File: src/rtl/mem_arb_pkg.sv
// Shared types for the memory port arbiter: arbiter state, requester ids
// and the width of the fetch anti-starvation counter.
package mem_arb_pkg;

  localparam int ARB_WAIT_W = 4;

  typedef enum logic {
    RUN    = 1'b0,
    LOCKED = 1'b1
  } arb_state_t;

  typedef enum logic [1:0] {
    REQ_NONE = 2'd0,
    REQ_LD   = 2'd1,
    REQ_DAT  = 2'd2,
    REQ_FET  = 2'd3
  } req_id_t;

endpackage

File: src/rtl/mem_port_arbiter_if.sv
// Bundle of the three requester handshakes, the shared read return and the
// main memory drive. The arbiter uses the slave view; the core, loader and
// memory side together use the master view.
interface mem_port_arbiter_if #(
  parameter int ADDR_WIDTH = 12,
  parameter int DATA_WIDTH = 12
);

  // UART program loader
  logic                  ld_lock;
  logic                  ld_req;
  logic                  ld_we;
  logic [ADDR_WIDTH-1:0] ld_addr;
  logic [DATA_WIDTH-1:0] ld_wdata;
  logic                  ld_gnt;
  logic                  ld_rvalid;

  // core data access
  logic                  dat_req;
  logic                  dat_we;
  logic [ADDR_WIDTH-1:0] dat_addr;
  logic [DATA_WIDTH-1:0] dat_wdata;
  logic                  dat_gnt;
  logic                  dat_rvalid;

  // core instruction fetch
  logic                  fet_req;
  logic [ADDR_WIDTH-1:0] fet_addr;
  logic                  fet_gnt;
  logic                  fet_rvalid;

  // shared read return and memory drive
  logic [DATA_WIDTH-1:0] rdata;
  logic [ADDR_WIDTH-1:0] mem_addr;
  logic                  mem_we;
  logic [DATA_WIDTH-1:0] mem_wdata;
  logic [DATA_WIDTH-1:0] mem_rdata;
  logic                  locked;

  modport slave (
    input  ld_lock, ld_req, ld_we, ld_addr, ld_wdata,
    input  dat_req, dat_we, dat_addr, dat_wdata,
    input  fet_req, fet_addr,
    input  mem_rdata,
    output ld_gnt, ld_rvalid, dat_gnt, dat_rvalid, fet_gnt, fet_rvalid,
    output rdata, mem_addr, mem_we, mem_wdata, locked
  );

  modport master (
    output ld_lock, ld_req, ld_we, ld_addr, ld_wdata,
    output dat_req, dat_we, dat_addr, dat_wdata,
    output fet_req, fet_addr,
    output mem_rdata,
    input  ld_gnt, ld_rvalid, dat_gnt, dat_rvalid, fet_gnt, fet_rvalid,
    input  rdata, mem_addr, mem_we, mem_wdata, locked
  );

endinterface

File: src/rtl/mem_port_arbiter_age.sv
// Saturating wait counter: counts cycles a requester is kept waiting and
// flags when it has waited MAX cycles so it can be promoted.
module arb_age_counter
  import mem_arb_pkg::*;
#(
  parameter int MAX = 4
) (
  input  logic clk,
  input  logic reset_n,
  input  logic inc,
  input  logic clr,
  input  logic freeze,
  output logic sat
);

  localparam logic [ARB_WAIT_W-1:0] MAX_C = ARB_WAIT_W'(MAX);

  logic [ARB_WAIT_W-1:0] count;

  // freeze holds the value outright; otherwise clear wins over increment
  always_ff @(posedge clk) begin
    if (reset_n) begin
      count <= '0;
    end else if (!freeze) begin
      if (clr) begin
        count <= '0;
      end else if (inc && (count != MAX_C)) begin
        count <= count + ARB_WAIT_W'(1);
      end
    end
  end

  assign sat = (count == MAX_C);

endmodule

File: src/rtl/mem_port_arbiter.sv
// Arbiter for the single-port main memory shared by the UART loader, core
// data access and core instruction fetch. One access per cycle, grant is a
// combinational pulse, read data returns one cycle after the grant.
module mem_port_arbiter
  import mem_arb_pkg::*;
#(
  parameter int ADDR_WIDTH = 12,
  parameter int DATA_WIDTH = 12,
  parameter int MAX_WAIT   = 4
) (
  input  logic              clk,
  input  logic              reset_n,
  mem_port_arbiter_if.slave bus
);

  arb_state_t            state;
  req_id_t               winner;
  req_id_t               pend_id_p1;
  logic                  fet_sat;
  logic                  win_we;
  logic [ADDR_WIDTH-1:0] win_addr;
  logic [DATA_WIDTH-1:0] win_wdata;

  // pick this cycle's owner; reset and LOCKED gate out everyone but the loader
  always_comb begin
    winner = REQ_NONE;
    if (!reset_n) begin
      if (bus.ld_req) begin
        winner = REQ_LD;
      end else if (state == RUN) begin
        if (bus.fet_req && fet_sat) begin
          winner = REQ_FET;
        end else if (bus.dat_req) begin
          winner = REQ_DAT;
        end else if (bus.fet_req) begin
          winner = REQ_FET;
        end
      end
    end
  end

  assign bus.ld_gnt  = (winner == REQ_LD);
  assign bus.dat_gnt = (winner == REQ_DAT);
  assign bus.fet_gnt = (winner == REQ_FET);

  // route the winner's fields to memory; idle cycles drive all zeros
  always_comb begin
    win_we    = 1'b0;
    win_addr  = '0;
    win_wdata = '0;
    case (winner)
      REQ_LD: begin
        win_we    = bus.ld_we;
        win_addr  = bus.ld_addr;
        win_wdata = bus.ld_wdata;
      end
      REQ_DAT: begin
        win_we    = bus.dat_we;
        win_addr  = bus.dat_addr;
        win_wdata = bus.dat_wdata;
      end
      REQ_FET: begin
        win_addr  = bus.fet_addr;
      end
      default: begin
        win_we    = 1'b0;
      end
    endcase
  end

  assign bus.mem_we    = win_we;
  assign bus.mem_addr  = win_addr;
  assign bus.mem_wdata = win_wdata;

  // fetch ages while denied so continuous data traffic cannot starve it
  arb_age_counter #(
    .MAX (MAX_WAIT)
  ) u_fet_age (
    .clk     (clk),
    .reset_n (reset_n),
    .inc     (bus.fet_req & ~bus.fet_gnt),
    .clr     (~bus.fet_req | bus.fet_gnt),
    .freeze  (state == LOCKED),
    .sat     (fet_sat)
  );

  // loader lock follows ld_lock one edge later
  always_ff @(posedge clk) begin
    if (reset_n) begin
      state <= RUN;
    end else begin
      state <= bus.ld_lock ? LOCKED : RUN;
    end
  end

  // ---- stage p0 -> p1: remember who owns the read returning next cycle ----
  always_ff @(posedge clk) begin
    if (reset_n) begin
      pend_id_p1 <= REQ_NONE;
    end else begin
      pend_id_p1 <= (winner != REQ_NONE && !win_we) ? winner : REQ_NONE;
    end
  end

  assign bus.ld_rvalid  = (pend_id_p1 == REQ_LD);
  assign bus.dat_rvalid = (pend_id_p1 == REQ_DAT);
  assign bus.fet_rvalid = (pend_id_p1 == REQ_FET);
  assign bus.rdata      = bus.mem_rdata;
  assign bus.locked     = (state == LOCKED);

endmodule

File: src/flat_wrapper.sv
// flat-port wrapper written by rule: the top's interface ports become plain ports
module mem_port_arbiter_flat import mem_arb_pkg::*;
#(
  parameter int ADDR_WIDTH = 12,
  parameter int DATA_WIDTH = 12,
  parameter int MAX_WAIT   = 4
)
  (clk, reset_n, bus_ld_lock, bus_ld_req, bus_ld_we, bus_ld_addr, bus_ld_wdata, bus_dat_req, bus_dat_we, bus_dat_addr, bus_dat_wdata, bus_fet_req, bus_fet_addr, bus_mem_rdata, bus_ld_gnt, bus_ld_rvalid, bus_dat_gnt, bus_dat_rvalid, bus_fet_gnt, bus_fet_rvalid, bus_rdata, bus_mem_addr, bus_mem_we, bus_mem_wdata, bus_locked);
  mem_port_arbiter_if #(.ADDR_WIDTH(ADDR_WIDTH), .DATA_WIDTH(DATA_WIDTH)) bus_i ();
  input  logic clk;
  input  logic reset_n;
  input wire logic [$bits(bus_i.ld_lock)-1:0] bus_ld_lock;
  input wire logic [$bits(bus_i.ld_req)-1:0] bus_ld_req;
  input wire logic [$bits(bus_i.ld_we)-1:0] bus_ld_we;
  input wire logic [$bits(bus_i.ld_addr)-1:0] bus_ld_addr;
  input wire logic [$bits(bus_i.ld_wdata)-1:0] bus_ld_wdata;
  input wire logic [$bits(bus_i.dat_req)-1:0] bus_dat_req;
  input wire logic [$bits(bus_i.dat_we)-1:0] bus_dat_we;
  input wire logic [$bits(bus_i.dat_addr)-1:0] bus_dat_addr;
  input wire logic [$bits(bus_i.dat_wdata)-1:0] bus_dat_wdata;
  input wire logic [$bits(bus_i.fet_req)-1:0] bus_fet_req;
  input wire logic [$bits(bus_i.fet_addr)-1:0] bus_fet_addr;
  input wire logic [$bits(bus_i.mem_rdata)-1:0] bus_mem_rdata;
  output wire logic [$bits(bus_i.ld_gnt)-1:0] bus_ld_gnt;
  output wire logic [$bits(bus_i.ld_rvalid)-1:0] bus_ld_rvalid;
  output wire logic [$bits(bus_i.dat_gnt)-1:0] bus_dat_gnt;
  output wire logic [$bits(bus_i.dat_rvalid)-1:0] bus_dat_rvalid;
  output wire logic [$bits(bus_i.fet_gnt)-1:0] bus_fet_gnt;
  output wire logic [$bits(bus_i.fet_rvalid)-1:0] bus_fet_rvalid;
  output wire logic [$bits(bus_i.rdata)-1:0] bus_rdata;
  output wire logic [$bits(bus_i.mem_addr)-1:0] bus_mem_addr;
  output wire logic [$bits(bus_i.mem_we)-1:0] bus_mem_we;
  output wire logic [$bits(bus_i.mem_wdata)-1:0] bus_mem_wdata;
  output wire logic [$bits(bus_i.locked)-1:0] bus_locked;
  assign bus_i.ld_lock = bus_ld_lock;
  assign bus_i.ld_req = bus_ld_req;
  assign bus_i.ld_we = bus_ld_we;
  assign bus_i.ld_addr = bus_ld_addr;
  assign bus_i.ld_wdata = bus_ld_wdata;
  assign bus_i.dat_req = bus_dat_req;
  assign bus_i.dat_we = bus_dat_we;
  assign bus_i.dat_addr = bus_dat_addr;
  assign bus_i.dat_wdata = bus_dat_wdata;
  assign bus_i.fet_req = bus_fet_req;
  assign bus_i.fet_addr = bus_fet_addr;
  assign bus_i.mem_rdata = bus_mem_rdata;
  assign bus_ld_gnt = bus_i.ld_gnt;
  assign bus_ld_rvalid = bus_i.ld_rvalid;
  assign bus_dat_gnt = bus_i.dat_gnt;
  assign bus_dat_rvalid = bus_i.dat_rvalid;
  assign bus_fet_gnt = bus_i.fet_gnt;
  assign bus_fet_rvalid = bus_i.fet_rvalid;
  assign bus_rdata = bus_i.rdata;
  assign bus_mem_addr = bus_i.mem_addr;
  assign bus_mem_we = bus_i.mem_we;
  assign bus_mem_wdata = bus_i.mem_wdata;
  assign bus_locked = bus_i.locked;
  mem_port_arbiter #(.ADDR_WIDTH(ADDR_WIDTH), .DATA_WIDTH(DATA_WIDTH), .MAX_WAIT(MAX_WAIT)) u_core (.clk(clk), .reset_n(reset_n), .bus(bus_i));
endmodule
File: config.mk
export PLATFORM = sky130hd
export DESIGN_NAME = mem_port_arbiter_flat
export DESIGN_NICKNAME = d
export VERILOG_FILES = /design/src/rtl/mem_arb_pkg.sv /design/src/rtl/mem_port_arbiter_if.sv /design/src/rtl/mem_port_arbiter_age.sv /design/src/rtl/mem_port_arbiter.sv /design/src/flat_wrapper.sv
export SDC_FILE = /design/constraint.sdc
export NUM_CORES = 1
export LEC_CHECK = 0
export ABC_AREA = 1
export CAP_MARGIN = 30
export CORE_UTILIZATION = 28
export DETAILED_ROUTE_END_ITERATION = 16
export GPL_TIMING_DRIVEN = 0
export PLACE_DENSITY = 0.94
export RECOVER_POWER = 50
export SLEW_MARGIN = 20
export SYNTH_ARGS = -nofsm -noshare
export SYNTH_HDL_FRONTEND = slang
export SYNTH_SLANG_ARGS = --single-unit
export TNS_END_PERCENT = 20
File: constraint.sdc
create_clock -name clk -period 2.9 [get_ports clk]
set_input_delay 0.435 -clock clk [delete_from_list [all_inputs] [get_ports clk]]
set_output_delay 0.435 -clock clk [all_outputs]
set_load 0.02 [all_outputs]
Run 1, metal 1:
The bar under the picture is 20 um long.
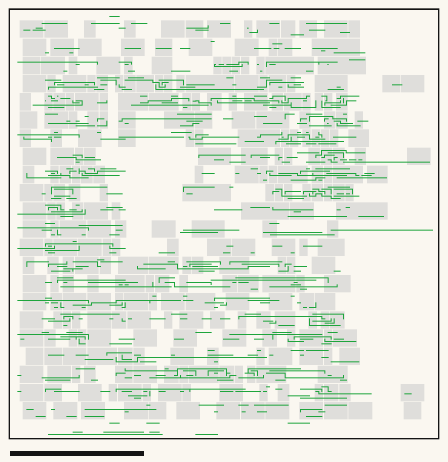
The layer holds 36% of the routed length. The longest straight run is 19.3 um.
routed wire length: 4.29 mm
total via count in the routed design: 1568
met1 usage: 22.1%

Run 1, signal wires on met2:
The bar under the picture is 20 um long.
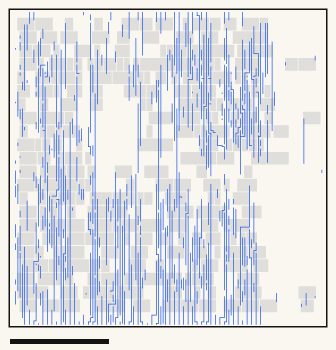
The wires run mostly vertical. 316 nets have wire on it. The layer carries 2450 um of wire.
met2 Track Usage GR: 44.9%

Run 1, met3 routing:
The bar under the picture is 20 um long.
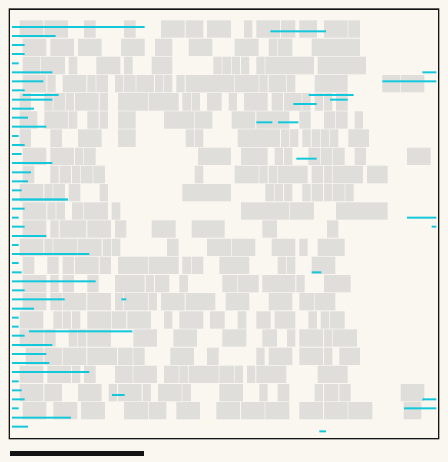
61 nets have wire on it. The layer carries 244 um of wire. The longest straight run is 19.6 um.
global routing met3 resource utilization: 2.86%

==> changes_impl.md, run 1 <==
## Implementation

* Outcome: completed
* Portion of synthesized cell area occupied by the leading cell type at 21.9%
* Clock latency of the later-clocked register in the worst-skew pair at 220 ps
* Total met2 wirelength after detailed routing at 2.45 mm
* Relative contribution of combinational cells to total power at 54.2%
* Total net switching power at 0.183 mW
* Wire length of the first global-routing pass at 7.05 mm
* Count of cells along the worst hold path at 2
* Beginning of the critical path: reset_n
* Flop-to-flop setup slack at 1010 ps
* CP Data Required Time at around 2500 ps
* Initial antenna violation count at 0
* Critical register-to-register path endpoint: u_core.pend_id_p1[1]
* Starting Density at about 29%
* Crit path DAT at 2370 ps
* H-Tree Level Count at 1
* Floorplan die height at 64.1 um
* Logic area at 734 um^2
* Final setup violation count at 0
* Yosys warns at 0
* Post-synthesis share of cell area spent on full adders, half adders and majority gates at around 5.8%
* CTS max path bufs at 2
* Post-Layout Cell Count at 345
* Total tool warning count at 29
* Register name with the most flops: u_core.u_fet_age.count
--- run 2 (diff from run 1) ---
==> constraint.sdc (replaced) <==
create_clock -name clk -period 2.6 [get_ports clk]
set_input_delay 0.39 -clock clk [delete_from_list [all_inputs] [get_ports clk]]
set_output_delay 0.39 -clock clk [all_outputs]
set_load 0.02 [all_outputs]
Run 2, pin map:
The bar under the picture is 20 um long. Pins as bars across the die edge, other pins in gray.
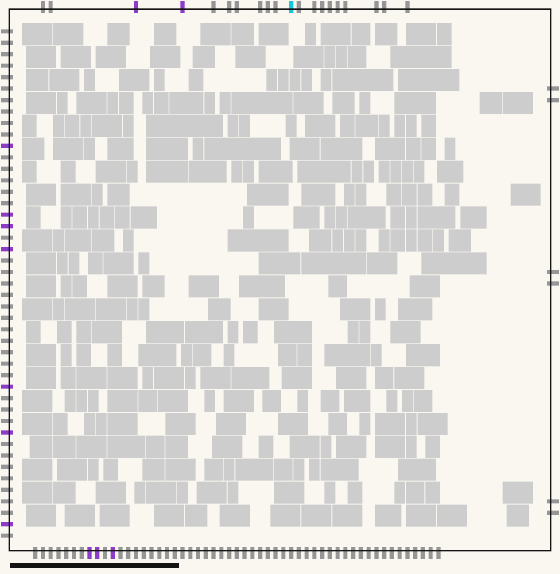
Cyan marks bus_ld_lock, pins 1, direction input, edge top. Purple marks bus_mem_wdata, pins 12, direction output, edge 7 left, 3 bottom, 2 top.
All pins by edge: 53 bottom, 45 left, 20 top, 6 right.
Port Buffers: 111
die width: 64.1 um
floorplan die height: 64.1 um

==> run 2 against run 1 <==
Compared with the run above: area after synthesis stayed put; clock skew hardly changed; non-clock buffer count is 2 higher; total power is 15% higher; synthesized cell count stayed put; worst hold slack better by 46 ps; die size stayed put; combinational power is 18% higher; critical endpoint is now bus_mem_addr[6]; largest cell class unchanged; largest power group unchanged.
==> changes_impl.md, run 2 <==
## Implementation

* Final setup violation count at 0 (unchanged)
* Combinational logic power at 0.347 mW
* Worst reg-to-reg path cell count at 15
* Xor and xnor fraction of the mapped netlist area at 1.62%
* Count of instances resized after the clock tree is built at 110
* Total net switching power at 0.210 mW (+15%)
* Clock latency of the later-clocked register in the worst-skew pair at 230 ps (about the same)
* Global routing met3 resource utilization at 2.68% (-0.18 points)
* Initial antenna violation count at 0 (unchanged)
* Total met2 wirelength after detailed routing at 2.41 mm (-1.4%)
* Beginning of the critical path: bus_dat_req
* Portion of synthesized cell area occupied by the leading cell type at 21.9% (unchanged)
* Total via count in the routed design at 1571 (+0.19%)
* Clock tree from TritonCTS: yes
* Critical register-to-register path endpoint: u_core.pend_id_p1[1]
* Total tool warning count at 31 (+6.9%)
* Relative contribution of combinational cells to total power at 55.8% (+1.6 points)
* Met2 Track Usage GR at 43.6% (-1.3 points)
* Largest cell class: non-clock buffers
* Tally of nets with antenna violations remaining after routing at 0
* Register name with the most flops: u_core.u_fet_age.count
* Leftover overflow at the end of global routing at 0
* Detailed Place HPWL at around 3.6 mm
* Crit path DAT at 2130 ps (-240 ps)
* Number of pins with negative max-slew slack in the final report at 0
* Flop-to-flop setup slack at 800 ps (-210 ps)
* CP Data Required Time at 2210 ps (-260 ps)
* Depth of the critical timing path with buffers and inverters included at 10
* Relative area of non-clock buffer cells in the final design at ~53%
* Max stage delay on crit path at around 500 ps
* CTS max path bufs at 2 (unchanged)
* Post-synthesis share of cell area spent on full adders, half adders and majority gates at 5.80% (unchanged)
* Cell Count Post-Placement at 339
* Outcome: completed
* Worst path buffer plus inverter count at 4
* Count of cells along the worst hold path at 2 (unchanged)
* Part of the total power dissipated in the clock network at 24.7%
* Nets at 385
* Diode count at 0
* Post-Layout Cell Count at 347 (+0.58%)
* Wire length of the first global-routing pass at 6.97 mm (-1.2%)
* Routed wire length at 4.31 mm (+0.51%)
* Total die size at about 4100 um^2
* Critical R2R Launch: u_core.u_fet_age.count[1]
* Dominant cell by count in the synthesized netlist: sky130_fd_sc_hd__nand2_1
* H-Tree Level Count at 1 (unchanged)
* Logic area at 781 um^2 (+6.3%)
* Met1 usage at 21.9% (-0.21 points)
--- run 3 (diff from run 2) ---
--- a/config.mk
+++ b/config.mk
@@ -6,14 +6,15 @@
 export NUM_CORES = 1
 export LEC_CHECK = 0
 export ABC_AREA = 1
-export CAP_MARGIN = 30
-export CORE_UTILIZATION = 28
+export CAP_MARGIN = 20
+export CORE_UTILIZATION = 29
 export DETAILED_ROUTE_END_ITERATION = 16
 export GPL_TIMING_DRIVEN = 0
-export PLACE_DENSITY = 0.94
+export PLACE_DENSITY = 0.93
 export RECOVER_POWER = 50
 export SLEW_MARGIN = 20
 export SYNTH_ARGS = -nofsm -noshare
 export SYNTH_HDL_FRONTEND = slang
+export SYNTH_HIERARCHICAL = 1
 export SYNTH_SLANG_ARGS = --single-unit
 export TNS_END_PERCENT = 20
Run 3, metal 1:
The bar under the picture is 20 um long.
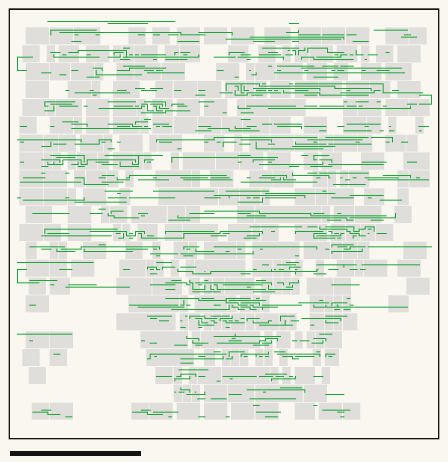
The longest straight run is 25.8 um. The layer holds 39% of the routed length. The layer carries 1920 um of wire. 350 nets have wire on it.
met1 usage: 25.4%
total via count in the routed design: 1697
routed wire length: 4.92 mm

==> run 3 against run 2 <==
Compared with the run above: non-clock buffer count up 10; register-to-register slack worse by 90 ps; routed wire length up 14%; flip-flop count unchanged; sequential share of layout area down 0.65 points; cell count up 6.3%; worst setup slack better by 5.4 ps; first-iteration DRC count down 19%.
==> changes_impl.md, run 3 <==
## Implementation

* Total die size at 4240 um^2 (+3.4%)
* Post-Layout Cell Count at 369 (+6.3%)
* Initial antenna violation count at 0 (unchanged)
* Largest cell class: non-clock buffers
* Logic area at 823 um^2 (+5.4%)
* Clock latency of the later-clocked register in the worst-skew pair at 230 ps (about the same)
* Count of instances resized after the clock tree is built at 136 (+24%)
* Final setup violation count at 0 (unchanged)
* H-Tree Level Count at 1 (unchanged)
* Combinational logic power at 0.411 mW (+18%)
* Xor and xnor fraction of the mapped netlist area at 0% (-1.6 points)
* Nets at 407 (+5.7%)
* Worst path buffer plus inverter count at 8 (+4)
* Worst reg-to-reg path cell count at 18 (+3)
* Met2 Track Usage GR at 40.6% (-3.0 points)
* Part of the total power dissipated in the clock network at 23.2% (-1.5 points)
* Clock tree from TritonCTS: yes
* Relative contribution of combinational cells to total power at 59.6% (+3.8 points)
* Detailed Place HPWL at 3.65 mm (+2.9%)
* Leftover overflow at the end of global routing at 0 (unchanged)
* Flop-to-flop setup slack at 710 ps (-90 ps)
* Register name with the most flops: u_core/u_fet_age/count
* Dominant cell by count in the synthesized netlist: sky130_fd_sc_hd__nand2_1
* Portion of synthesized cell area occupied by the leading cell type at 14.6% (-7.3 points)
* Max stage delay on crit path at 320 ps (-180 ps)
* Total met2 wirelength after detailed routing at 2.69 mm (+11%)
* Depth of the critical timing path with buffers and inverters included at 17 (+7)
* Cell Count Post-Placement at 353 (+4.1%)
* Critical register-to-register path endpoint: u_core/u_fet_age/count[3]
* Port Buffers at 111 (unchanged)
* Floorplan die height at 65.1 um (+1.7%)
* Critical R2R Launch: u_core/u_fet_age/count[0]
* Outcome: completed
* Tally of nets with antenna violations remaining after routing at 0 (unchanged)
* Relative area of non-clock buffer cells in the final design at 53.7% (+0.48 points)
* Beginning of the critical path: u_core/u_fet_age/count[0]
* Count of cells along the worst hold path at 2 (unchanged)

==> notes/layouts.md <==
Pictures saved along the way, in no particular order.

Routing congestion map.
(a)
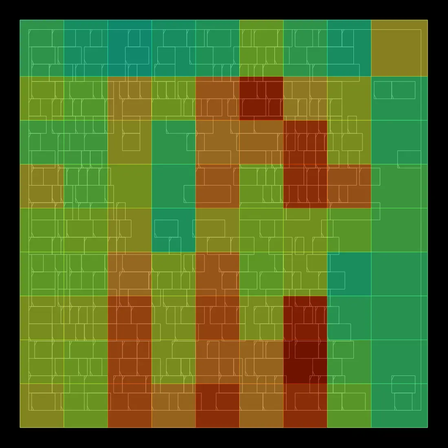
(b)
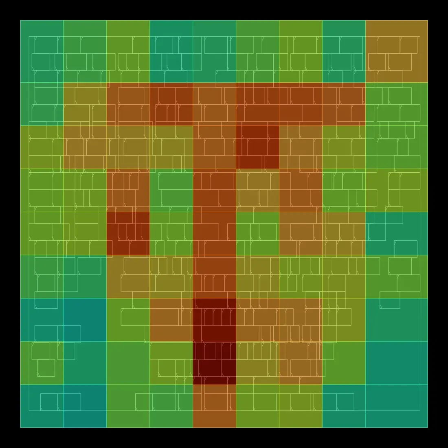
| picture | from |
|---|---|
| (b) | run 3 |
| (a) | run 1 |

No activity file was given, so power comes from the tool's default toggle rates.
